run_1/floorplan.png
Pins as bars on the die edge.
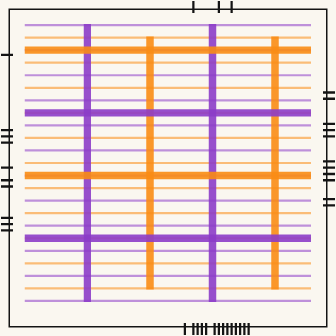
run_1/clock_nets.png
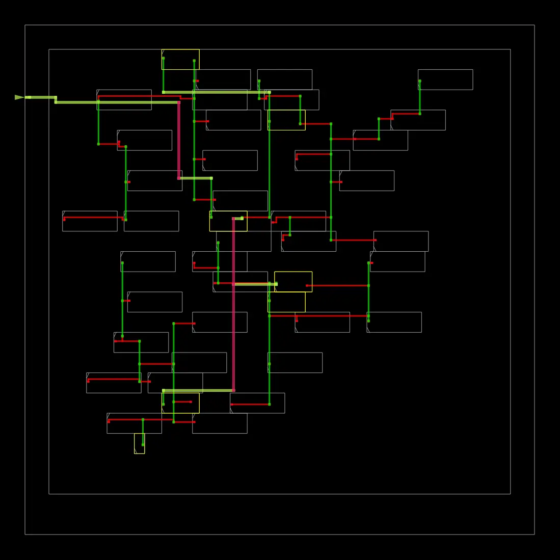
run_1/class_map.png
Scale bar: 20 µm.
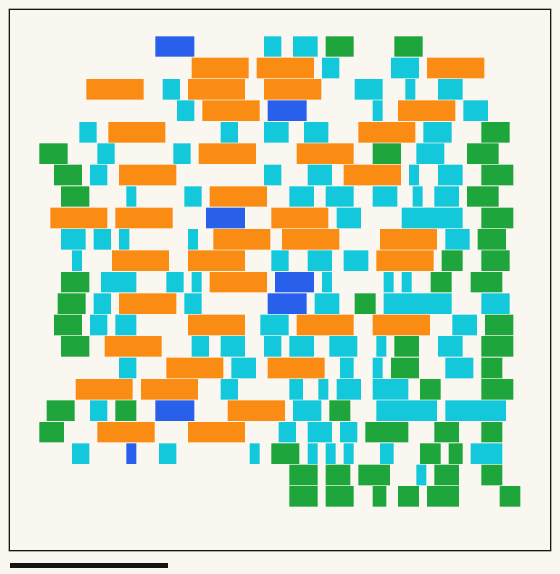
run_1/clock_wires.png
Scale bar: 20 µm.
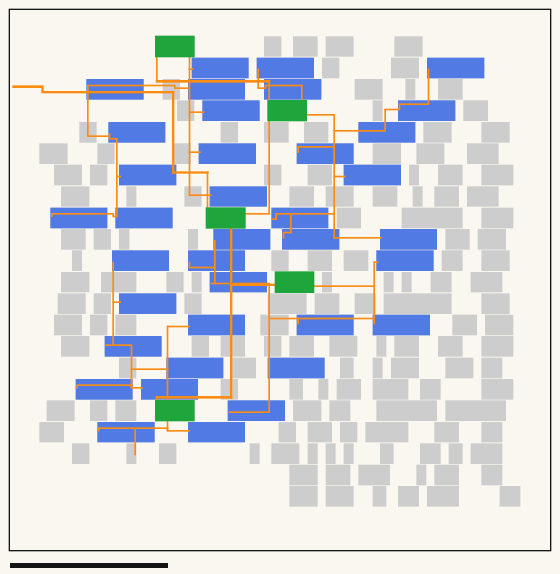
## src/rtl/atmega_io_pkg.sv

```systemverilog
// Shared definitions for the ATmega-style I/O peripherals (PIO, PCINT).
package atmega_io_pkg;

    // Default PCINT register offsets on the peripheral bus
    localparam int PCINT_PCICR_OFS = 'h00;
    localparam int PCINT_PCIFR_OFS = 'h01;
    localparam int PCINT_PCMSK_OFS = 'h02;

    // Bit positions inside PCICR / PCIFR
    localparam int PCIE_BIT = 0;
    localparam int PCIF_BIT = 0;

    // Pin-change warm-up sequencer states
    typedef enum logic {
        ST_WARMUP = 1'b0,
        ST_RUN    = 1'b1
    } warm_state_t;

    // Number of low address bits ignored when registers are wider than a byte
    function automatic int bus_len_shift(input int port_width);
        if (port_width > 16)
            return 2;
        else if (port_width > 8)
            return 1;
        else
            return 0;
    endfunction

endpackage

```

## src/rtl/atmega_sync.sv

```systemverilog
// Parameterised N-stage, W-bit flop synchroniser for asynchronous inputs.
module atmega_sync #(
    parameter int STAGES = 2,
    parameter int W      = 8
) (
    input  logic         clk,
    input  logic         rst,
    input  logic [W-1:0] d,
    output logic [W-1:0] q
);

    logic [STAGES-1:0][W-1:0] sync_pipe;

    // Shift the raw inputs through the flop chain; stage 0 takes the pads
    always_ff @(posedge clk) begin
        if (rst)
            sync_pipe <= '0;
        else
            sync_pipe <= {sync_pipe[STAGES-2:0], d};
    end

    assign q = sync_pipe[STAGES-1];

endmodule

```

## src/rtl/atmega_pcint.sv

```systemverilog
// Pin-change interrupt controller for one port group: synchronises the pads,
// detects toggles on enabled pins, latches PCIF and requests an interrupt.
module atmega_pcint
    import atmega_io_pkg::*;
#(
    parameter int                           BUS_ADDR_DATA_LEN = 8,
    parameter int                           PORT_WIDTH        = 8,
    parameter logic [BUS_ADDR_DATA_LEN-1:0] PCICR_ADDR        = BUS_ADDR_DATA_LEN'(PCINT_PCICR_OFS),
    parameter logic [BUS_ADDR_DATA_LEN-1:0] PCIFR_ADDR        = BUS_ADDR_DATA_LEN'(PCINT_PCIFR_OFS),
    parameter logic [BUS_ADDR_DATA_LEN-1:0] PCMSK_ADDR        = BUS_ADDR_DATA_LEN'(PCINT_PCMSK_OFS),
    parameter int                           SYNC_STAGES       = 2,
    parameter logic [PORT_WIDTH-1:0]        PINMASK           = '1
) (
    input  logic                         rst,
    input  logic                         clk,
    input  logic [BUS_ADDR_DATA_LEN-1:0] addr,
    input  logic                         wr,
    input  logic                         rd,
    input  logic [PORT_WIDTH-1:0]        bus_in,
    output logic [PORT_WIDTH-1:0]        bus_out,
    input  logic [PORT_WIDTH-1:0]        io_in,
    input  logic                         int_ack,
    output logic                         int_out
);

    localparam int SH = bus_len_shift(PORT_WIDTH);
    localparam int CW = $clog2(SYNC_STAGES + 1);

    logic                  hit_pcicr, hit_pcifr, hit_pcmsk;
    logic [PORT_WIDTH-1:0] sync, prev, chg, pcmsk;
    logic                  pcie, pcif, pcif_clr;
    warm_state_t           state;
    logic [CW-1:0]         warm_cnt;

    assign hit_pcicr = addr[BUS_ADDR_DATA_LEN-1:SH] == PCICR_ADDR[BUS_ADDR_DATA_LEN-1:SH];
    assign hit_pcifr = addr[BUS_ADDR_DATA_LEN-1:SH] == PCIFR_ADDR[BUS_ADDR_DATA_LEN-1:SH];
    assign hit_pcmsk = addr[BUS_ADDR_DATA_LEN-1:SH] == PCMSK_ADDR[BUS_ADDR_DATA_LEN-1:SH];

    atmega_sync #(
        .STAGES (SYNC_STAGES),
        .W      (PORT_WIDTH)
    ) u_sync (
        .clk (clk),
        .rst (rst),
        .d   (io_in),
        .q   (sync)
    );

    // Edges are suppressed until the synchroniser and prev have both
    // settled on the real pad levels, so pins high out of reset are silent.
    assign chg = (state == ST_RUN) ? ((sync ^ prev) & pcmsk & PINMASK) : '0;

    // ack and a W1C write collapse into one clear request
    assign pcif_clr = int_ack | (wr & hit_pcifr & bus_in[PCIF_BIT]);

    // Warm-up sequencer: count SYNC_STAGES cycles after reset, then run forever
    always_ff @(posedge clk) begin
        if (rst) begin
            state    <= ST_WARMUP;
            warm_cnt <= '0;
        end else begin
            case (state)
                ST_WARMUP: begin
                    if (warm_cnt == CW'(SYNC_STAGES))
                        state <= ST_RUN;
                    else
                        warm_cnt <= warm_cnt + 1'b1;
                end
                default: state <= ST_RUN;
            endcase
        end
    end

    // Register file, edge history and the PCIF latch (set beats clear)
    always_ff @(posedge clk) begin
        if (rst) begin
            pcie  <= 1'b0;
            pcif  <= 1'b0;
            pcmsk <= '0;
            prev  <= '0;
        end else begin
            prev <= sync;
            if (wr && hit_pcicr)
                pcie <= bus_in[PCIE_BIT];
            if (wr && hit_pcmsk)
                pcmsk <= bus_in & PINMASK;
            if (|chg)
                pcif <= 1'b1;
            else if (pcif_clr)
                pcif <= 1'b0;
        end
    end

    // Combinational read mux, silent unless a read strobe is present
    always_comb begin
        bus_out = '0;
        if (rd && !rst) begin
            if (hit_pcicr)
                bus_out[PCIE_BIT] = pcie;
            else if (hit_pcifr)
                bus_out[PCIF_BIT] = pcif;
            else if (hit_pcmsk)
                bus_out = pcmsk;
        end
    end

    assign int_out = pcif & pcie;

endmodule

```

## config.mk

```make
export PLATFORM = sky130hd
export DESIGN_NAME = atmega_pcint
export DESIGN_NICKNAME = d
export VERILOG_FILES = /design/src/rtl/atmega_io_pkg.sv /design/src/rtl/atmega_sync.sv /design/src/rtl/atmega_pcint.sv
export SDC_FILE = /design/constraint.sdc
export NUM_CORES = 1
export LEC_CHECK = 0
export ABC_CLOCK_PERIOD_IN_PS = 2200
export CELL_PAD_IN_SITES_DETAIL_PLACEMENT = 1
export CELL_PAD_IN_SITES_GLOBAL_PLACEMENT = 1
export CORE_MARGIN = 3
export CORE_UTILIZATION = 36
export DETAILED_ROUTE_END_ITERATION = 6
export HOLD_SLACK_MARGIN = 0.05
export PLACE_DENSITY = 0.82
export SYNTH_ARGS = -nofsm -noshare
export SYNTH_HDL_FRONTEND = slang
export SYNTH_SLANG_ARGS = --single-unit
```

## constraint.sdc

```tcl
create_clock -name clk -period 2.2 [get_ports clk]
set_clock_uncertainty 0.15 [all_clocks]
set_input_delay 0.44 -clock clk [delete_from_list [all_inputs] [get_ports clk]]
set_output_delay 0.44 -clock clk [all_outputs]
set_load 0.02 [all_outputs]
```

==> impl_metrics.ini <==
; generated from flow reports
[outcome]
status = complete, but fails checks
violations = setup timing

[drt]
dr_wl_met2_um = 1730
wl_met1_um = 1240
ant_nets = 0
wl_um = 3200
avgRoutedWirePerCell_um = 13.9
dr.pass1.iters = 2
vias = 1083

[grt]
grt_max_degree = 38
grt-ovfl-total = 0
grtUsageMet2_pct = 26.1
grt_first_pass_wirelength_um = 4820
grt_util_met1_pct = 14.8
grt_pass1_vias = 1112

[place]
post-dp-hpwl_um = 2260
placed_cell_area_mm2 = 0.00188
place_congestion = 0.846
port_buffers = 37
dpl_worst_slack_ps = -900

[synth]
synth-adder-area-share_pct = 0.888
netlist.area_leader.share_pct = 52.6
ys_warn_count = 0
edf_count = 0
synth.most_common_cell = dfxtp_1
syn_area_mm2 = 0.00141
top_area_cell = dfxtp_1
synthTopCellsByArea = dfxtp_1, nor2b_1, mux2i_1
yosysSeqAreaShare_pct = 52.6
flop_cell = dfxtp_1
syn-num-nets = 161
synthTopCellsByCount = dfxtp_1, nor2b_1, nor2_1
syn_avg_cell_area_um2 = 10.8
synth-seq-cells = 37
netlist_logic_family_top = simple AND/OR/NAND/NOR gates

[timing]
setup_viol = 7
setup_ws_ps = -52.6
worst_pin_slew_ps = 366
fmax_mhz = 444
finalSetupTns_ps = -346
maxSlewHeadroom_pct = 75.3
timing.hold.ws_ps = 286

[clock_tree]
cts_made_buffers = 5
clockRootBuffer = clkbuf_8
postCtsSetupBuffers = 1
cts_buffer_depth = 2
cts_tree = done

[run]
warnings = 28
maxCapViolCount = 0

[cells_and_area]
nonClockBufferCount = 49
design_area_mm2 = 0.00203
layout.cells.non_filler = 231
inv_count = 2
final_cell_mix = dfxtp_1, nor2b_1, clkdlybuf4s50_1
fin_nets = 213
final-nonclk-buf-share_pct = 22.6

[min_path]
hold_end = u_sync.q[7]
holdPathStages = 1
hold_class = flip-flop to flip-flop

[critical_path]
startpoint = addr[4]
start_kind = input port
endpoint_kind = primary output
crit_buf_inv = 3
arrival_ps = 1660
max_stage_delay_ps = 360
cp_top_family = simple AND/OR/NAND/NOR gates

[power_and_ir_drop]
max-vdd-ir-drop_mv = 0.461

[die]
num_io_pins = 38
tap-cell-count = 48
die_h_um = 68.6
About floorplan.png:
color	net
purple	VSS
orange	VDD
met4 straps	4
signal pins	38

About clock_nets.png:
clk sink count: 37
# clk buffers: 7
clock-net power: 456 µW

About class_map.png:
color	class	cells	share of their area
blue	clock drivers and dummy loads	7	4.4%
orange	registers	37	38%
green	remaining buffers and delay cells	49	23%
cyan	remaining logic cells	90	35%
cell row count: 22
Core Footprint: 0.00372 mm²

About clock_wires.png:
[orange] clock wires | length: 403 µm
[blue] flip-flops | count: 37
[green] clock-net drivers | count: 5
routed clock nets	6

-- run 1: state kept, by name, indices dropped and copies added (netlist names) --
| register | flops |
|---|---|
| pcmsk | 8 |
| prev | 8 |
| u_sync.q | 8 |
| u_sync.sync_pipe | 8 |
| warm_cnt | 2 |
| pcie | 1 |
| pcif | 1 |
| state | 1 |
-- run 1: how the worst max path moves through the flow --
stage	to	slack [ps]	cells past startpoint
floorplan	bus_out[1]	220	4
global placement	bus_out[6]	-780	7
detailed placement	bus_out[4]	-900	7
CTS	bus_out[3]	-50	7
global route	bus_out[4]	-140	7
finish	bus_out[3]	-50	7
-- run 1: power breakdown --
group / leakage [µW] / switching, µW / internal (µW)
combinational: 0.000583 / 78.4 / 98.6
sequential: 0.000303 / 19.6 / 709
clock: 0.0000443 / 208 / 248
Power figures rest on the tool's default switching activity, not on a simulated workload.
